File: config.mk
export PLATFORM = sky130hd
export DESIGN_NAME = mid_3x3_dpc_flat
export DESIGN_NICKNAME = d
export VERILOG_FILES = /design/src/rtl/mid_3x3_dpc_if.sv /design/src/rtl/mid_3x3_dpc.sv /design/src/flat_wrapper.sv
export SDC_FILE = /design/constraint.sdc
export NUM_CORES = 1
export LEC_CHECK = 0
export CELL_PAD_IN_SITES_DETAIL_PLACEMENT = 0
export CELL_PAD_IN_SITES_GLOBAL_PLACEMENT = 1
export CORE_MARGIN = 5
export CORE_UTILIZATION = 45
export DETAILED_ROUTE_END_ITERATION = 8
export PLACE_DENSITY = 0.8
export SYNTH_ARGS = -nofsm -noshare
export SYNTH_HDL_FRONTEND = slang
export SYNTH_SLANG_ARGS = --single-unit
File: constraint.sdc
create_clock -name clk -period 12.6 [get_ports clk]
set_input_delay 2.52 -clock clk [delete_from_list [all_inputs] [get_ports clk]]
set_output_delay 2.52 -clock clk [all_outputs]
set_load 0.01 [all_outputs]
File: src/rtl/mid_3x3_dpc_if.sv
// Window-in / result-out bundle for the 3x3 median / defect-correction filter.
// The filter itself uses the slave view; the upstream/downstream side uses master.
interface mid_3x3_dpc_if #(
  parameter int DW    = 8,
  parameter int CNT_W = 20
);
  logic              i_valid;
  logic              i_sof;
  logic [9*DW-1:0]   i_win;
  logic [1:0]        i_mode;
  logic [DW-1:0]     i_thr;
  logic              o_valid;
  logic              o_sof;
  logic [DW-1:0]     o_data;
  logic              o_defect;
  logic [CNT_W-1:0]  o_defect_cnt;

  modport master (
    output i_valid, i_sof, i_win, i_mode, i_thr,
    input  o_valid, o_sof, o_data, o_defect, o_defect_cnt
  );

  modport slave (
    input  i_valid, i_sof, i_win, i_mode, i_thr,
    output o_valid, o_sof, o_data, o_defect, o_defect_cnt
  );
endinterface

File: src/rtl/mid_3x3_dpc.sv
// Stall-free 3x3 window filter: median / min / max / defect-corrected centre,
// with a per-frame saturating count of replaced pixels. Window sampled at edge N is output after edge N+4.
module mid_3x3_dpc #(
  parameter int DW    = 8,
  parameter int CNT_W = 20
) (
  input  logic             clk,
  input  logic             reset_n,
  mid_3x3_dpc_if.slave     bus
);

  localparam logic [1:0] MODE_MED = 2'b00;
  localparam logic [1:0] MODE_MIN = 2'b01;
  localparam logic [1:0] MODE_MAX = 2'b10;

  typedef struct packed {
    logic [DW-1:0] hi;
    logic [DW-1:0] mid;
    logic [DW-1:0] lo;
  } trio_t;

  // Ties resolve as "not greater", so equal inputs give the same value whichever wins.
  function automatic logic [DW-1:0] max2(input logic [DW-1:0] a, input logic [DW-1:0] b);
    return (a > b) ? a : b;
  endfunction

  function automatic logic [DW-1:0] min2(input logic [DW-1:0] a, input logic [DW-1:0] b);
    return (a > b) ? b : a;
  endfunction

  function automatic logic [DW-1:0] max3(input logic [DW-1:0] a, input logic [DW-1:0] b,
                                         input logic [DW-1:0] c);
    return max2(max2(a, b), c);
  endfunction

  function automatic logic [DW-1:0] min3(input logic [DW-1:0] a, input logic [DW-1:0] b,
                                         input logic [DW-1:0] c);
    return min2(min2(a, b), c);
  endfunction

  function automatic logic [DW-1:0] mid3(input logic [DW-1:0] a, input logic [DW-1:0] b,
                                         input logic [DW-1:0] c);
    return max2(min2(a, b), min2(max2(a, b), c));
  endfunction

  // Two guard bits keep the subtraction from wrapping; the magnitude always fits DW+1 bits.
  function automatic logic [DW:0] abs_diff(input logic [DW-1:0] a, input logic [DW-1:0] b);
    logic signed [DW+1:0] d;
    d = $signed({2'b00, a}) - $signed({2'b00, b});
    return (d < 0) ? (DW+1)'(-d) : (DW+1)'(d);
  endfunction

  function automatic logic [CNT_W-1:0] sat_inc(input logic [CNT_W-1:0] c);
    return (&c) ? c : c + {{(CNT_W-1){1'b0}}, 1'b1};
  endfunction

  // Stage 0: input capture
  logic             vld_p0, sof_p0;
  logic [9*DW-1:0]  win_p0;
  logic [1:0]       mode_p0;
  logic [DW-1:0]    thr_p0;

  always_ff @(posedge clk) begin
    win_p0  <= bus.i_win;
    mode_p0 <= bus.i_mode;
    thr_p0  <= bus.i_thr;
  end

  // Stage 1: per-row sort
  trio_t            row_c [3];
  trio_t            row_p1 [3];
  logic [DW-1:0]    centre_p1;
  logic [1:0]       mode_p1;
  logic [DW-1:0]    thr_p1;
  logic             vld_p1, sof_p1;

  for (genvar r = 0; r < 3; r++) begin : g_row
    logic [DW-1:0] a, b, c;
    assign a = win_p0[(8-3*r)*DW +: DW];
    assign b = win_p0[(7-3*r)*DW +: DW];
    assign c = win_p0[(6-3*r)*DW +: DW];
    assign row_c[r].hi  = max3(a, b, c);
    assign row_c[r].mid = mid3(a, b, c);
    assign row_c[r].lo  = min3(a, b, c);
  end

  always_ff @(posedge clk) begin
    row_p1    <= row_c;
    centre_p1 <= win_p0[4*DW +: DW];
    mode_p1   <= mode_p0;
    thr_p1    <= thr_p0;
  end

  // Stage 2: column sorts of the row results, plus global min/max
  logic [DW-1:0]    min_of_max_p2, mid_of_mid_p2, max_of_min_p2;
  logic [DW-1:0]    gmin_p2, gmax_p2, centre_p2, thr_p2;
  logic [1:0]       mode_p2;
  logic             vld_p2, sof_p2;

  always_ff @(posedge clk) begin
    min_of_max_p2 <= min3(row_p1[0].hi,  row_p1[1].hi,  row_p1[2].hi);
    mid_of_mid_p2 <= mid3(row_p1[0].mid, row_p1[1].mid, row_p1[2].mid);
    max_of_min_p2 <= max3(row_p1[0].lo,  row_p1[1].lo,  row_p1[2].lo);
    gmin_p2       <= min3(row_p1[0].lo,  row_p1[1].lo,  row_p1[2].lo);
    gmax_p2       <= max3(row_p1[0].hi,  row_p1[1].hi,  row_p1[2].hi);
    centre_p2     <= centre_p1;
    thr_p2        <= thr_p1;
    mode_p2       <= mode_p1;
  end

  // Stage 3: median, centre deviation and defect decision
  logic [DW-1:0]    med_c;
  logic [DW:0]      diff_c;
  logic [DW-1:0]    med_p3, centre_p3, gmin_p3, gmax_p3;
  logic [1:0]       mode_p3;
  logic             defect_p3, vld_p3, sof_p3;

  assign med_c  = mid3(min_of_max_p2, mid_of_mid_p2, max_of_min_p2);
  assign diff_c = abs_diff(centre_p2, med_c);

  always_ff @(posedge clk) begin
    med_p3    <= med_c;
    centre_p3 <= centre_p2;
    gmin_p3   <= gmin_p2;
    gmax_p3   <= gmax_p2;
    mode_p3   <= mode_p2;
    defect_p3 <= diff_c > {1'b0, thr_p2};
  end

  // Valid/sof travel beside the data; sof is masked by valid on entry.
  always_ff @(posedge clk or negedge reset_n) begin
    if (!reset_n) begin
      vld_p0 <= 1'b0;  sof_p0 <= 1'b0;
      vld_p1 <= 1'b0;  sof_p1 <= 1'b0;
      vld_p2 <= 1'b0;  sof_p2 <= 1'b0;
      vld_p3 <= 1'b0;  sof_p3 <= 1'b0;
    end else begin
      vld_p0 <= bus.i_valid;
      sof_p0 <= bus.i_valid & bus.i_sof;
      vld_p1 <= vld_p0;  sof_p1 <= sof_p0;
      vld_p2 <= vld_p1;  sof_p2 <= sof_p1;
      vld_p3 <= vld_p2;  sof_p3 <= sof_p2;
    end
  end

  // Stage 4: result select, output register and frame defect counter
  logic [DW-1:0]    res_c;
  logic             hit_c;
  logic             vld_p4, sof_p4, defect_p4;
  logic [DW-1:0]    data_p4;
  logic [CNT_W-1:0] cnt_p4;

  assign hit_c = (mode_p3 == 2'b11) && defect_p3;

  always_comb begin
    res_c = med_p3;
    case (mode_p3)
      MODE_MED: res_c = med_p3;
      MODE_MIN: res_c = gmin_p3;
      MODE_MAX: res_c = gmax_p3;
      default:  res_c = defect_p3 ? med_p3 : centre_p3;
    endcase
  end

  always_ff @(posedge clk or negedge reset_n) begin
    if (!reset_n) begin
      vld_p4    <= 1'b0;
      sof_p4    <= 1'b0;
      defect_p4 <= 1'b0;
      data_p4   <= '0;
      cnt_p4    <= '0;
    end else begin
      vld_p4    <= vld_p3;
      sof_p4    <= sof_p3;
      defect_p4 <= vld_p3 & hit_c;
      if (vld_p3) begin
        data_p4 <= res_c;
        if (sof_p3)
          cnt_p4 <= {{(CNT_W-1){1'b0}}, hit_c};
        else if (hit_c)
          cnt_p4 <= sat_inc(cnt_p4);
      end
    end
  end

  assign bus.o_valid      = vld_p4;
  assign bus.o_sof        = sof_p4;
  assign bus.o_data       = data_p4;
  assign bus.o_defect     = defect_p4;
  assign bus.o_defect_cnt = cnt_p4;

endmodule
File: src/flat_wrapper.sv
// flat-port wrapper written by rule: the top's interface ports become plain ports
module mid_3x3_dpc_flat 
#(
  parameter int DW    = 8,
  parameter int CNT_W = 20
)
  (clk, reset_n, bus_i_valid, bus_i_sof, bus_i_win, bus_i_mode, bus_i_thr, bus_o_valid, bus_o_sof, bus_o_data, bus_o_defect, bus_o_defect_cnt);
  mid_3x3_dpc_if #(.DW(DW), .CNT_W(CNT_W)) bus_i ();
  input  logic clk;
  input  logic reset_n;
  input wire logic [$bits(bus_i.i_valid)-1:0] bus_i_valid;
  input wire logic [$bits(bus_i.i_sof)-1:0] bus_i_sof;
  input wire logic [$bits(bus_i.i_win)-1:0] bus_i_win;
  input wire logic [$bits(bus_i.i_mode)-1:0] bus_i_mode;
  input wire logic [$bits(bus_i.i_thr)-1:0] bus_i_thr;
  output wire logic [$bits(bus_i.o_valid)-1:0] bus_o_valid;
  output wire logic [$bits(bus_i.o_sof)-1:0] bus_o_sof;
  output wire logic [$bits(bus_i.o_data)-1:0] bus_o_data;
  output wire logic [$bits(bus_i.o_defect)-1:0] bus_o_defect;
  output wire logic [$bits(bus_i.o_defect_cnt)-1:0] bus_o_defect_cnt;
  assign bus_i.i_valid = bus_i_valid;
  assign bus_i.i_sof = bus_i_sof;
  assign bus_i.i_win = bus_i_win;
  assign bus_i.i_mode = bus_i_mode;
  assign bus_i.i_thr = bus_i_thr;
  assign bus_o_valid = bus_i.o_valid;
  assign bus_o_sof = bus_i.o_sof;
  assign bus_o_data = bus_i.o_data;
  assign bus_o_defect = bus_i.o_defect;
  assign bus_o_defect_cnt = bus_i.o_defect_cnt;
  mid_3x3_dpc #(.DW(DW), .CNT_W(CNT_W)) u_core (.clk(clk), .reset_n(reset_n), .bus(bus_i));
endmodule
==> impl_metrics.json <==
{
  "overflow": 0,
  "syn_area_mm2": 0.0157,
  "final_layout_size_suffix_gt1_share_pct": 11.2,
  "cp.required_ps": 13000,
  "clk_latency_ps": 540,
  "drc": 0,
  "top_area_cell": "dfxtp_1",
  "post_synth.cell_area_avg_um2": 9.59,
  "yosysChipArea_mm2": 0.0157,
  "hold_viol_final": 0,
  "maxCapViolations": 0,
  "clk_path_buf_depth": 3,
  "period_used_pct": 80.6,
  "grt_max_degree": 40,
  "max_freq_mhz": 98.5,
  "warning_count": 27,
  "antennaDiodeCount": 0,
  "compound_area_share_pct": 14.7,
  "setup_viol": 0,
  "place_area_mm2": 0.0174,
  "path_common_cell": "ha_1",
  "fillCellCount": 3135,
  "hold_path_class": "flip-flop to flip-flop",
  "clock-root-buffer": "clkbuf_16",
  "mux_area_share_pct": 11.3,
  "cp-startpoint": "u_core.mid_of_mid_p2[2]",
  "drt_iter0_markers": 400,
  "skew_ps": 20.9,
  "status": "complete, no violations",
  "adder_share_pct": 16.5,
  "ys_warn_count": 0,
  "grt_pass1_vias": 11700,
  "topCellsByArea": "dfxtp_1 (34%), ha_1 (17%), mux2_2 (6.9%)",
  "ctsHoldBuffers": 0,
  "dieArea_mm2": 0.0388,
  "die_w_um": 197,
  "worst_pin_slew_ps": 1080,
  "yosysMostFrequentCell": "dfxtp_1",
  "max_stage_delay_ps": 550,
  "drv_slew": 0,
  "hold_start": "u_core.thr_p1[1]",
  "netlist.area_leader.share_pct": 33.7,
  "gp_congestion": 0.890,
  "antenna_found_initial": 0,
  "dr.pass1.iters": 5,
  "synthCells": 1641,
  "ys_seq_share_pct": 39.9,
  "detail-route-antenna-nets": 0,
  "crit_slowest_cell": "nor2_1",
  "htreeDepth": 2,
  "synth-main-ff-cell": "dfxtp_1",
  "grt_use_total_pct": 19.2,
  "final_net_count": 2061,
  "drt-vias-per-instance": 5.27,
  "post_cts_resized": 0,
  "xor_share_pct": 1.48,
  "io_buffer_count": 116,
  "edf_count": 0,
  "pin_count": 117,
  "synth_cell_type_count": 73,
  "crit_fanout": 21,
  "clk_pin_slew_ps": 60,
  "die_y_um": 197,
  "tns_ps": 0,
  "netlist_top_cells_count": "dfxtp_1 (265), ha_1 (208), inv_1 (149)",
  "cts.sinks": 304,
  "period_needed_ps": 10150,
  "yosys.area_share.simple_pct": 11.6,
  "cts_buffers": 35,
  "cts_tree": "built",
  "rsz0062_at_grt": "no",
  "ys_ff": 304,
  "regToRegStartpoint": "u_core.mid_of_mid_p2[2]",
  "arrival_ps": 10550,
  "fp_util_pct": 45.6,
  "syn-num-nets": 1935,
  "postCtsSetupBuffers": 0,
  "wire_per_inst_um": 16.8,
  "ys_cells": 1641
}
through the flow:
stage	hold slack (ps)	cells
5_1_grt	332	2248
2_1_floorplan	310	1641
4_1_cts	326	2248
6_report	326	2248
3_3_place_gp	311	2185
3_5_place_dp	312	2185
layer usage:
| layer | share of wire, % | GRT usage [%] | wire [µm] | vias up |
|---|---|---|---|---|
| li1 | - | - | - | 6072 |
| met1 | 45 | 24.4 | 17000 | 5480 |
| met2 | 48 | 33.2 | 18000 | 219 |
| met3 | 3.8 | 2.97 | 1450 | 66 |
| met4 | 3.3 | 7.22 | 1230 | 0 |
| met5 | 0 | 0 | 0 | - |
layout make-up:
type	instances	area (µm²)	area share [%]
flip-flops and latches	304	6280	33.7
multi-input cells	1152	8770	47.1
clock buffers	43	967	5.19
clock inverters	20	256	1.38
well taps	455	569	3.06
repair buffers	125	1220	6.57
inverters	149	559	3.00
registers in the layout (all words and copies together) (netlist names), 8 cells and up:
register / flops
u_core.row_p1: 72
u_core.win_p0: 72
u_core.bus.o_defect_cnt: 20
u_core.bus.o_data: 8
u_core.centre_p1: 8
u_core.centre_p2: 8
u_core.centre_p3: 8
u_core.gmax_p2: 8
u_core.gmax_p3: 8
u_core.gmin_p2: 8
u_core.gmin_p3: 8
u_core.max_of_min_p2: 8
u_core.med_p3: 8
u_core.mid_of_mid_p2: 8
u_core.min_of_max_p2: 8
u_core.thr_p0: 8
u_core.thr_p1: 8
u_core.thr_p2: 8
kinds of logic after synthesis:
family / count (synthesis)
multiplexers: 156
flip-flops: 304
XOR/XNOR: 25
buffers and inverters: 185
AND/OR/NAND/NOR: 375
adder cells (fa/ha/maj): 208
AND-OR/OR-AND: 388
cells in the final DEF (no fill, tap or decap), types with 22 or more instances in the layout:
cell type	Yosys	layout
nor2b_1	26	26
o21ai_0	134	134
nand3_1	47	47
o21a_1	22	22
clkdlybuf4s50_1	0	115
mux2_2	97	97
clkbuf_16	0	36
nand2_1	109	109
ha_1	208	208
dfrtp_1	39	39
dfxtp_1	265	265
a21o_1	31	31
inv_1	149	149
mux2i_1	51	51
a21oi_1	116	116
nor2_1	91	91
worst max-delay path, delay by kind of cell, from the launching register on:
family	cells	cell delay [ps]
multiplexers	2	730
AND/OR/NAND/NOR	16	2890
buffers and inverters	3	480
adder cells (fa/ha/maj)	5	1580
AND-OR/OR-AND	21	3880
flip-flops	1	480
worst paths after layout:
path | endpoint | cells after the start
max | u_core.defect_p3 | 47
min | u_core.thr_p2[1] | 0
max reg2reg | u_core.defect_p3 | 47
min reg2reg | u_core.thr_p2[1] | 0
max in group asynchronous | u_core.bus.o_defect_cnt[9] | 1
min in group asynchronous | u_core.bus.o_data[4] | 1
registers.png
Drawn at 2 px/µm. Other sequential cells in the stronger grey, the rest of the logic in the fainter grey.
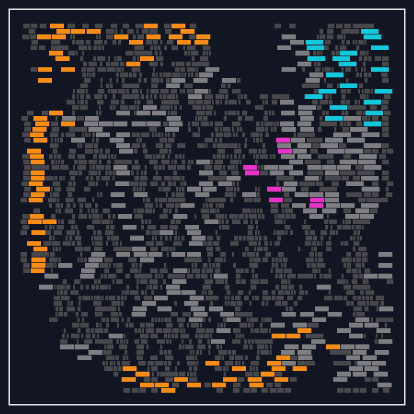
Cyan is u_core.bus.o_defect_cnt, placed flops 20, where north-east. Orange is u_core.win_p0, placed flops 72, where widely spread. Magenta is u_core.gmin_p2, placed flops 8.
Another 204 sequential cells are not coloured.
fin util: 53.9%
register area: 0.00628 mm²

met3.png
Drawn at 1.5 px/µm. Cells faint in the background.
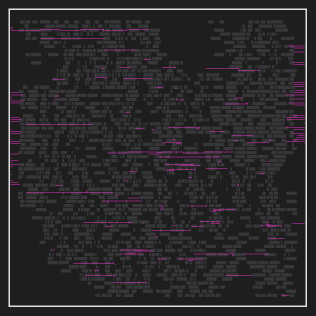
119 nets have wire on it. The longest straight run is 57.7 µm. The layer carries 1450 µm of wire.
via count: 11800
grt met3 use: 2.97%
total wire length: 37700 µm

drive_strength.png
Drawn at 2 px/µm.
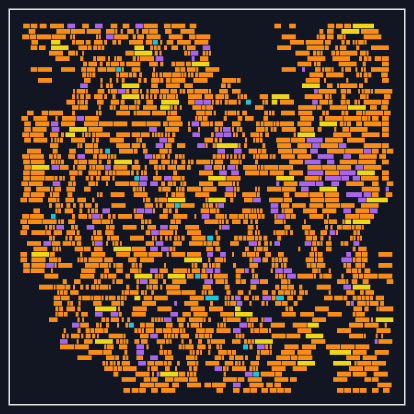
Cyan is drive 3 to 4, cells 14, most used buf_4. Orange is drive 1 or less, cells 1593, most used dfxtp_1. Yellow is drive 6 and up, cells 50, most used clkbuf_16. Purple is drive 2, cells 136, most used mux2_2.
Area Growth Syn to Fin: 18.3%
post-route cell area: 0.0186 mm²
Buffers excl. clock: 125
Final WS setup: 2450 ps

cell_classes.png
Drawn at 2 px/µm.
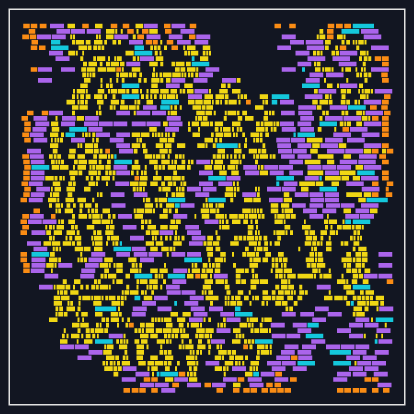
Orange is other buffers and delay cells, cells 125, share of their area 6.8%. Purple is flip-flops, cells 304, share of their area 35%. Yellow is all other logic, cells 1301, share of their area 52%. Cyan is clock drivers and dummy loads, cells 63, share of their area 6.8%.
core area: 0.0345 mm²
Seq area share: 33.7%
Rows: 68

final_placement.png
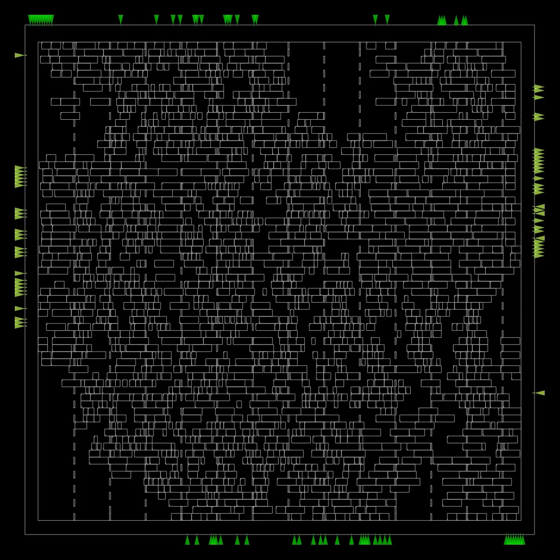
Flops: 304
Layout Cells excl Fill: 2248
Tapcells: 455

